[config.mk]
export PLATFORM = sky130hd
export DESIGN_NAME = swd_host_ctrl
export DESIGN_NICKNAME = d
export VERILOG_FILES = /design/src/rtl/swd_host_ctrl.sv
export SDC_FILE = /design/constraint.sdc
export NUM_CORES = 1
export LEC_CHECK = 0
export CAP_MARGIN = 10
export CELL_PAD_IN_SITES_DETAIL_PLACEMENT = 2
export CELL_PAD_IN_SITES_GLOBAL_PLACEMENT = 2
export CORE_AREA = 2 2 144 146
export CTS_CLUSTER_SIZE = 8
export DETAILED_ROUTE_END_ITERATION = 7
export DIE_AREA = 0 0 146 148
export PLACE_DENSITY = 0.87
export SLEW_MARGIN = 20
export SYNTH_ARGS = -nofsm -noshare
export SYNTH_HDL_FRONTEND = slang
export SYNTH_SLANG_ARGS = --single-unit
[constraint.sdc]
create_clock -name clk_i -period 4 [get_ports clk_i]
set_input_delay 0.4 -clock clk_i [delete_from_list [all_inputs] [get_ports clk_i]]
set_output_delay 0.4 -clock clk_i [all_outputs]
set_load 0.02 [all_outputs]
[src/rtl/swd_host_ctrl.sv]
// SWD host sequencer: serialises single DP/AP transactions onto SWCLK/SWDIO with WAIT
// retry, read parity checking and the JTAG-to-SWD line initialisation sequence.
module swd_host_ctrl #(
    parameter int unsigned CLK_DIV        = 4,
    parameter int unsigned MAX_WAIT_RETRY = 15,
    parameter int unsigned LRST_BITS      = 56,
    parameter int unsigned TAIL_BITS      = 8
) (
    input  logic        clk_i,
    input  logic        rst_i,
    input  logic        init_i,
    input  logic        req_valid_i,
    output logic        req_ready_o,
    input  logic        req_apndp_i,
    input  logic        req_rnw_i,
    input  logic [1:0]  req_addr_i,
    input  logic [31:0] req_wdata_i,
    output logic        rsp_valid_o,
    output logic [2:0]  rsp_ack_o,
    output logic [31:0] rsp_rdata_o,
    output logic        rsp_perr_o,
    output logic        busy_o,
    output logic        swclk_o,
    output logic        swdio_o,
    output logic        swdio_oen_o,
    input  logic        swdio_i
);

    typedef enum logic [3:0] {
        StIdle, StLrst1, StSeq, StLrst2, StIdl0, StReq, StTrn1, StAck,
        StRdata, StTrnR, StTrnW, StWdata, StTail, StRsp
    } state_e;

    localparam int unsigned DivW      = (CLK_DIV > 1) ? $clog2(CLK_DIV) : 1;
    localparam logic [15:0] JtagToSwd = 16'hE79E;
    localparam logic [2:0]  AckOk     = 3'b100;
    localparam logic [2:0]  AckWait   = 3'b010;

    state_e          state_q, state_d;
    logic [DivW-1:0] div_q;
    logic            half_q;
    logic [7:0]      bit_q;
    logic [7:0]      retry_q;
    logic            apndp_q, rnw_q;
    logic [1:0]      addr_q;
    logic [31:0]     wdata_q;
    logic [2:0]      ack_q;
    logic [31:0]     shift_q;
    logic            par_q;
    logic [2:0]      rsp_ack_q;
    logic [31:0]     rsp_rdata_q;
    logic            rsp_perr_q;

    logic       running, div_end, sample_edge, bit_end, last_bit, accept;
    logic [7:0] bit_len;
    logic [7:0] req_bits;

    assign running     = (state_q != StIdle) && (state_q != StRsp);
    assign div_end     = div_q == DivW'(CLK_DIV - 1);
    // swdio_i is captured on the edge that raises swclk_o
    assign sample_edge = running && !half_q && div_end;
    assign bit_end     = running && half_q && div_end;
    assign last_bit    = bit_q == (bit_len - 8'd1);
    assign req_ready_o = (state_q == StIdle) && !init_i && !rst_i;
    assign accept      = req_valid_i && req_ready_o;

    // Wire order LSB first: start, APnDP, RnW, A2, A3, parity, stop, park
    assign req_bits = {1'b1, 1'b0, ^{apndp_q, rnw_q, addr_q}, addr_q[1], addr_q[0],
                       rnw_q, apndp_q, 1'b1};

    assign rsp_valid_o = state_q == StRsp;
    assign busy_o      = state_q != StIdle;
    assign rsp_ack_o   = rsp_ack_q;
    assign rsp_rdata_o = rsp_rdata_q;
    assign rsp_perr_o  = rsp_perr_q;

    always_comb begin
        bit_len = 8'd1;
        case (state_q)
            StLrst1, StLrst2: bit_len = 8'(LRST_BITS);
            StSeq:            bit_len = 8'd16;
            StIdl0, StReq:    bit_len = 8'd8;
            StAck:            bit_len = 8'd3;
            StRdata, StWdata: bit_len = 8'd33;
            StTail:           bit_len = 8'(TAIL_BITS);
            default:          bit_len = 8'd1;
        endcase
    end

    always_comb begin
        state_d = state_q;
        if (state_q == StIdle) begin
            if (init_i) begin
                state_d = StLrst1;
            end else if (req_valid_i) begin
                state_d = StReq;
            end
        end else if (state_q == StRsp) begin
            state_d = StIdle;
        end else if (bit_end && last_bit) begin
            unique case (state_q)
                StLrst1: state_d = StSeq;
                StSeq:   state_d = StLrst2;
                StLrst2: state_d = StIdl0;
                StIdl0:  state_d = StIdle;
                StReq:   state_d = StTrn1;
                StTrn1:  state_d = StAck;
                StAck:   state_d = (ack_q == AckOk && rnw_q) ? StRdata : StTrnW;
                StRdata: state_d = StTrnR;
                StTrnR:  state_d = StTail;
                StTrnW:  state_d = (ack_q == AckOk) ? StWdata : StTail;
                StWdata: state_d = StTail;
                StTail:  state_d = (ack_q == AckWait && retry_q != 8'(MAX_WAIT_RETRY)) ?
                                   StReq : StRsp;
                default: state_d = StIdle;
            endcase
        end
    end

    always_comb begin
        swclk_o     = running && half_q;
        swdio_o     = 1'b0;
        swdio_oen_o = 1'b0;
        case (state_q)
            StLrst1, StLrst2: swdio_o = 1'b1;
            StSeq:            swdio_o = JtagToSwd[bit_q[3:0]];
            StReq:            swdio_o = req_bits[bit_q[2:0]];
            StWdata:          swdio_o = bit_q[5] ? ^wdata_q : wdata_q[bit_q[4:0]];
            StTrn1, StAck, StRdata, StTrnR, StTrnW: swdio_oen_o = 1'b1;
            default: ;
        endcase
    end

    always_ff @(posedge clk_i) begin
        if (rst_i) begin
            state_q     <= StIdle;
            div_q       <= '0;
            half_q      <= 1'b0;
            bit_q       <= '0;
            retry_q     <= '0;
            apndp_q     <= 1'b0;
            rnw_q       <= 1'b0;
            addr_q      <= '0;
            wdata_q     <= '0;
            ack_q       <= '0;
            shift_q     <= '0;
            par_q       <= 1'b0;
            rsp_ack_q   <= '0;
            rsp_rdata_q <= '0;
            rsp_perr_q  <= 1'b0;
        end else begin
            state_q <= state_d;
            if (state_q == StIdle) begin
                div_q  <= '0;
                half_q <= 1'b0;
                bit_q  <= '0;
                if (accept) begin
                    apndp_q <= req_apndp_i;
                    rnw_q   <= req_rnw_i;
                    addr_q  <= req_addr_i;
                    wdata_q <= req_wdata_i;
                    retry_q <= '0;
                end
            end else if (running) begin
                if (div_end) begin
                    div_q  <= '0;
                    half_q <= !half_q;
                end else begin
                    div_q <= div_q + DivW'(1);
                end
                if (bit_end) begin
                    bit_q <= last_bit ? 8'd0 : bit_q + 8'd1;
                end
                if (sample_edge && state_q == StAck) begin
                    ack_q <= {ack_q[1:0], swdio_i};
                end
                if (sample_edge && state_q == StRdata) begin
                    if (bit_q[5]) begin
                        par_q <= swdio_i;
                    end else begin
                        shift_q <= {swdio_i, shift_q[31:1]};
                    end
                end
                if (bit_end && last_bit && state_q == StTail) begin
                    if (state_d == StReq) begin
                        retry_q <= retry_q + 8'd1;
                    end else begin
                        rsp_ack_q  <= ack_q;
                        rsp_perr_q <= 1'b0;
                        if (ack_q == AckOk && rnw_q) begin
                            rsp_rdata_q <= shift_q;
                            rsp_perr_q  <= par_q != ^shift_q;
                        end
                    end
                end
            end
        end
    end

endmodule

==> impl_metrics.ini, run 1 <==
; yosys + openroad results
[synth]
synthTopLogicFamily = simple AND/OR/NAND/NOR gates
synth-edff-count = 0
ys_sh_adder = 0.0173
synth_flops = 137
ys_sh_mux = 0.0564
ys_cells = 790
synthCells = 790
avgSynthCellArea_um2 = 8.26
syn_nets = 840

[critical_path]
startpoint_type = flip-flop
reg2reg_from = bit_len[0]
cp.required_ps = 4350
cp-end-kind = flip-flop
critPathArrivalTime_ps = 3920
worstPathMaxFanout = 5

[cells_and_area]
clock_area_frac = 0.0758
antenna_cells = 0
inverters = 11
drive_gt1_frac = 0.0798
comb_area_um2 = 3530
seqCellArea_um2 = 2740
fin_cells = 1135
fill_cells = 2282
lay_top_cells = nand2_1 (224), dfxtp_1 (136), a21oi_1 (118)
fin_util = 0.408
clock_buffers = 18
final_nets = 902
buffers = 93
postLayoutCellArea_um2 = 8180
dominant_cells = multi-input combinational cells

[power_and_ir_drop]
seqPwrFrac = 0.417
power-top-group = clock
p_int_w = 0.00250
pg_comb_w = 0.000325
clock_power_w = 0.00166
clock_power_share = 0.487

[routing]
routed-wl-met2_um = 11400
wl_met3_um = 600
vias_per_cell = 5.09
wl_per_cell_um = 19.0
top_layer = met4
route.vias.total = 5778

[sta]
fin_crit_ps = 3580
worst_slew_pin_slew_ps = 709
report.final.setup_viol = 0
fin_ws_ps = 423
maxSlewHeadroom = 0.527
max_freq_ghz = 0.280
tns_ps = 0
fin_skew_ps = 13.6

[worst_hold_path]
hold_class = reg -> reg
whs_path_depth = 2
hold_end = rsp_rdata_o[19]
hold_start = rsp_rdata_o[19]

[clock_tree]
clkSlewWorstSetupHoldPaths_ps = 70
cts_tree = yes
cts_made_buffers = 17
ctsHoldBuffers = 0
clock_sinks = 137

[floorplan]
die_area_um2 = 21600
num_rows = 52

[place]
gp_congestion = 0.811
place_worst_setup_slack_ps = 513
place_area_um2 = 7550

[status]
status = finished clean

[global_routing]
grt-ovfl-total = 0
grt_max_degree = 67
met2_usage = 0.381
top_usage_layer = met2
[run 1: critical path, cell delays in order, from the launching register on]
cell	delay (ps)
dfxtp_1	390
inv_1	80
ha_1	240
ha_1	290
xnor2_1	170
nor4_4	360
and4_1	290
a31oi_1	100
a31oi_1	530
nand2b_1	270
ha_1	360
mux2_1	300
nor3_1	120
[run 1: synthesized netlist by cell type (5+ instances only)]
master      n  area (um2)
nand2_1   224         841
dfxtp_1   137        2740
a21oi_1   118         591
xnor2_1    64         561
clkbuf_1   39         146
nor2_1     34         128
xor2_1     19         166
mux2i_1    12         120
inv_1      11        41.3
nand3_1    11        55.1
mux4_2     10         225
ha_1        9         113
nand2b_1    7        43.8
nand4_1     7        43.8
or4_1       7        52.6
o21ai_1     5        25.0
or3_1       5        31.3
[run 1: how the worst max path moves through the flow]
stage	startpoint	end	slack, ps	cells after the start
3_3_place_gp	bit_len[0]	bit_len[5]	770	12
6_report	bit_len[0]	bit_len[5]	420	12
4_1_cts	bit_q[0]	swdio_o	200	8
5_1_grt	bit_len[0]	bit_len[5]	200	12
2_1_floorplan	bit_len[0]	flip-flop	830	13
3_5_place_dp	bit_len[0]	bit_len[5]	510	12
[run 1: per-stage QoR]
stage | total power [W] | hold slack, ps
floorplan | 0.00166 | 436
global placement | 0.00175 | 444
detailed placement | 0.00177 | 450
CTS | 0.00344 | 464
global route | 0.00353 | 488
finish | 0.00341 | 458
[run 1: logic make-up after synthesis]
group	after synthesis
AOI/OAI and AO/OA	147
xor gates and xnor gates	83
adders and majority gates	9
buffers and inverters	61
DFF	137
muxes	24
and+or+nand+nor	329
[run 1: timing repair]
item                       in CTS  in global routing
setup endpoints to repair       0                  1
buffers inserted                0                  0
gates resized                   0                  1
run_1/floorplan.png
Bar = 50 um. Pins as bars on the die edge.
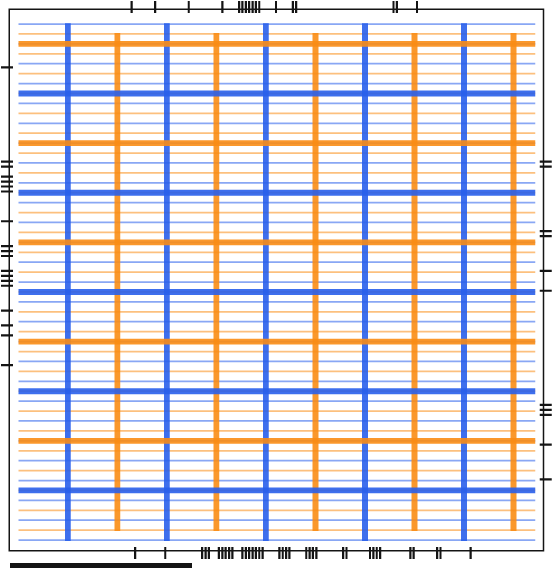
orange -> VDD
blue -> VSS
signal pins = 83
met5 straps = 10
met1 rails = 53

run_1/class_map.png
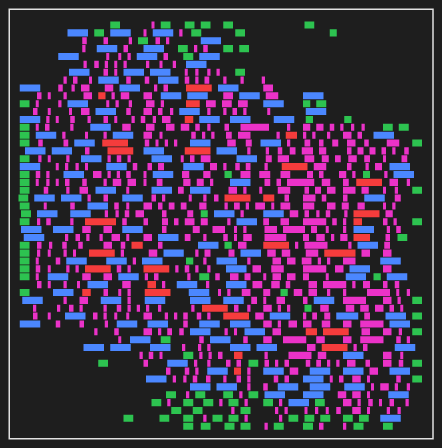
red -> clock drivers and dummy loads  # cells 32, share of their area 7.9%
blue -> registers  # cells 137, share of their area 35%
green -> remaining buffers and delay cells  # cells 93, share of their area 11%
magenta -> remaining logic cells  # cells 603, share of their area 46%

run_1/clock_wires.png
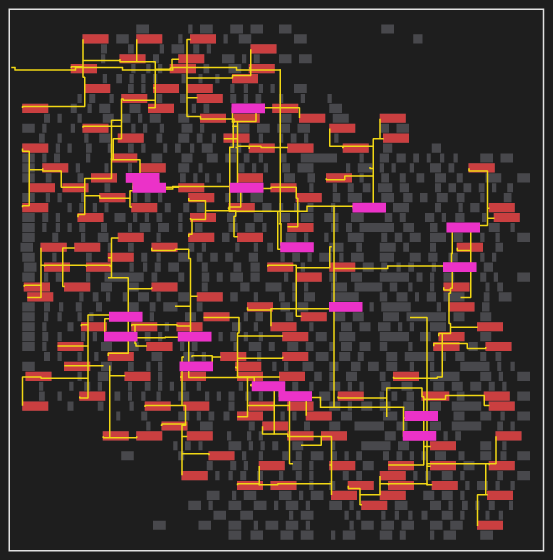
magenta -> clock-net drivers  # count 17
red -> flip-flops  # count 137
yellow -> clock wires  # length 1990 um
routed clock nets = 18
flops lie = spread over the die

run_1/layers.png
Bar = 50 um.
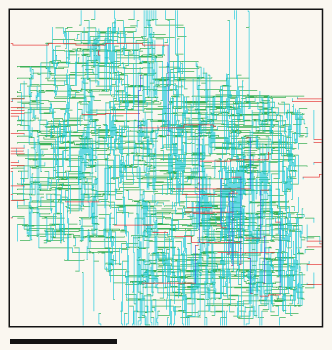
red -> M3  # wire length 600 um
blue -> M4  # wire length 384 um
cyan -> M2  # wire length 11400 um
green -> M1  # wire length 9210 um

==> inputs of run 2 (changes only) <==
PLACE_DENSITY = unset   (was 0.87)
PLACE_DENSITY_LB_ADDON = 0.1   (was unset)
SKIP_CTS_REPAIR_TIMING = 1   (was unset)
run_2/floorplan.png
Bar = 50 um. Pins as bars on the die edge.
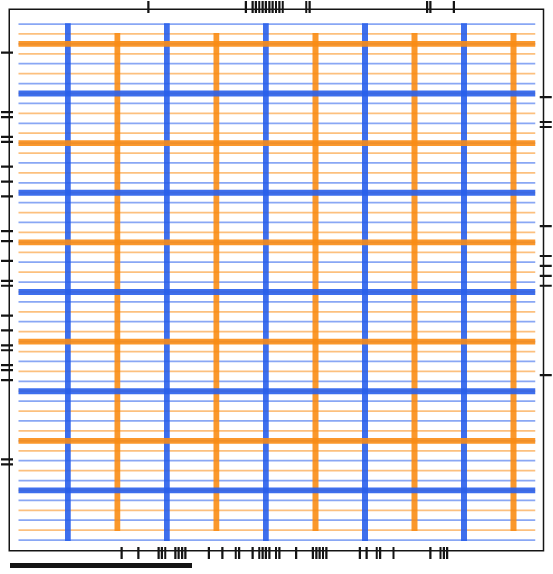
blue -> VSS
orange -> VDD
signal pins = 83
met4 straps = 10
met1 rails = 53
met5 straps = 10

run_2/class_map.png
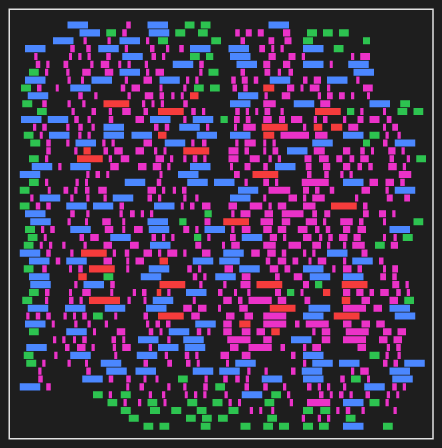
blue -> registers  # cells 137, share of their area 35%
green -> remaining buffers and delay cells  # cells 91, share of their area 11%
magenta -> remaining logic cells  # cells 603, share of their area 46%
red -> clock drivers and dummy loads  # cells 32, share of their area 7.5%

run_2/congestion_map.png
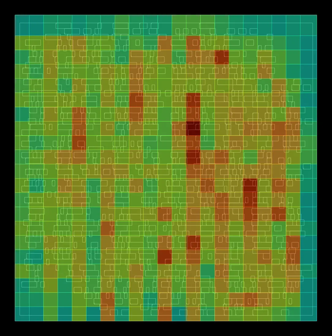
final core utilization: 0.405
GRT Resource Usage Total: 0.190
M3 GR Usage: 0.0380
met1 Use GR: 0.229
layer with the highest usage: met2

==> impl_metrics.ini, run 2 <==
; yosys + openroad results
[cells_and_area]
seqCellArea_um2 = 2740
postLayoutCellArea_um2 = 8120
lay_top_count = nand2_1
fin_cells = 1133
antenna_cells = 0
final_nets = 900
lay_top_cells = nand2_1 (224), dfxtp_1 (136), a21oi_1 (118)
drive_gt1_frac = 0.0776
fill_cells = 2264
comb_area_um2 = 3530

[floorplan]
io-pin-count = 83
die_w_um = 146
fp_util = 0.326
num_rows = 52
core_area_um2 = 20000
die_area_um2 = 21600

[power_and_ir_drop]
clock_power_w = 0.00157
power-top-group = clock
p_int_w = 0.00242
seqPwrFrac = 0.430
pg_comb_w = 0.000313
clock_power_share = 0.475
power_frac_comb = 0.095
power.total_w = 0.00331

[critical_path]
cp-end-kind = flip-flop
worstPathMaxFanout = 5
cp.required_ps = 4340
critPathArrivalTime_ps = 3890
startpoint_type = flip-flop

[status]
status = finished clean

[global_routing]
grt_max_degree = 86
grt-ovfl-total = 0

[routing]
vias_per_cell = 5.01
wl_per_cell_um = 17.3
route.vias.total = 5678

[run]
warning_count = 28
maxCapViolCount = 0

[sta]
fin_ws_ps = 450
fin_crit_ps = 3550
worst_slew_pin_slew_ps = 886
report.final.setup_viol = 0
tns_ps = 0
maxSlewHeadroom = 0.409
period_used_share = 0.887
hold_ws_ps = 413
max_freq_ghz = 0.282
fin_skew_ps = 13.6

[synth]
synth_flops = 137
syn_nets = 840
synth-edff-count = 0
ys_cells = 790
synthArstFlopShare = 0
top_area_cell = dfxtp_1
postSynthSeqShare = 0.420
top_cell_area_share = 0.420
synthCells = 790
most_common_cell = nand2_1
avgSynthCellArea_um2 = 8.26
topCellsByArea = dfxtp_1 (42%), nand2_1 (13%), a21oi_1 (9.0%), xnor2_1 (8.6%), mux4_2 (3.5%)
synth_area_um2 = 6530
yosys-top-cells-count = nand2_1 (224), dfxtp_1 (137), a21oi_1 (118), xnor2_1 (64), clkbuf_1 (39)

[worst_hold_path]
hold_class = in -> reg

[clock_tree]
clock_sinks = 137
cts_tree = yes
clkSlewWorstSetupHoldPaths_ps = 60
worstSkewPairLatency_ps = 430
cts_made_buffers = 17

[place]
place_area_um2 = 7540
gp_congestion = 0.763
dp_cells = 1101
place_worst_setup_slack_ps = 495
-- run 2: netlist changes by cell type in the layout (fill, tap and decap cells not counted), sizes merged --
cell,change
buf,-2
inv,+2
bufinv,-1
clkbuf,-1
-- run 2: final timing paths --
kind,startpoint,to,slack [ps],depth (start not counted)
worst max-delay path,bit_len[0],bit_len[5],450,12
worst min-delay path,rst_i,ack_q[0],410,2
worst max register to register,bit_len[0],bit_len[5],450,12
worst min register to register,rsp_rdata_o[12],rsp_rdata_o[12],460,2
-- run 2: cell families (layout without fill, tap and decap cells) --
logic type	Yosys count	after routing	share of synthesized area
AND/OR/NAND/NOR	329	329	0.226
adder cells (fa/ha/maj)	9	9	0.0173
buffers and inverters	61	134	0.0399
AND-OR/OR-AND	147	147	0.128
multiplexers	24	24	0.0564
XOR/XNOR	83	83	0.111
flip-flops	137	137	0.420
-- run 2: layout make-up --
cell class | instances | share of cell area
inverters | 11 | 0.00508
clock inverters | 15 | 0.0193
repair buffers | 91 | 0.109
well taps | 270 | 0.0416
multi-input cells | 592 | 0.435
flip-flops and latches | 137 | 0.338
clock buffers | 17 | 0.0524
-- run 2: worst max-delay path, stage by stage, from the launching register on --
cell	delay [ps]
dfxtp_1	380
inv_1	70
ha_1	240
ha_1	300
xnor2_1	170
nor4_4	360
and4_1	290
a31oi_1	100
a31oi_1	510
nand2b_1	270
ha_1	350
mux2_1	290
nor3_1	130
-- run 2: per-layer routing --
layer | up-vias | share of wire | GRT usage
met5 | - | 0 | 0
met4 | 0 | 0.0078 | 0.0481
met3 | 12 | 0.026 | 0.0380
met2 | 52 | 0.52 | 0.348
met1 | 2847 | 0.45 | 0.229
li1 | 2767 | - | -
Power is estimated from default activity; no workload was simulated.
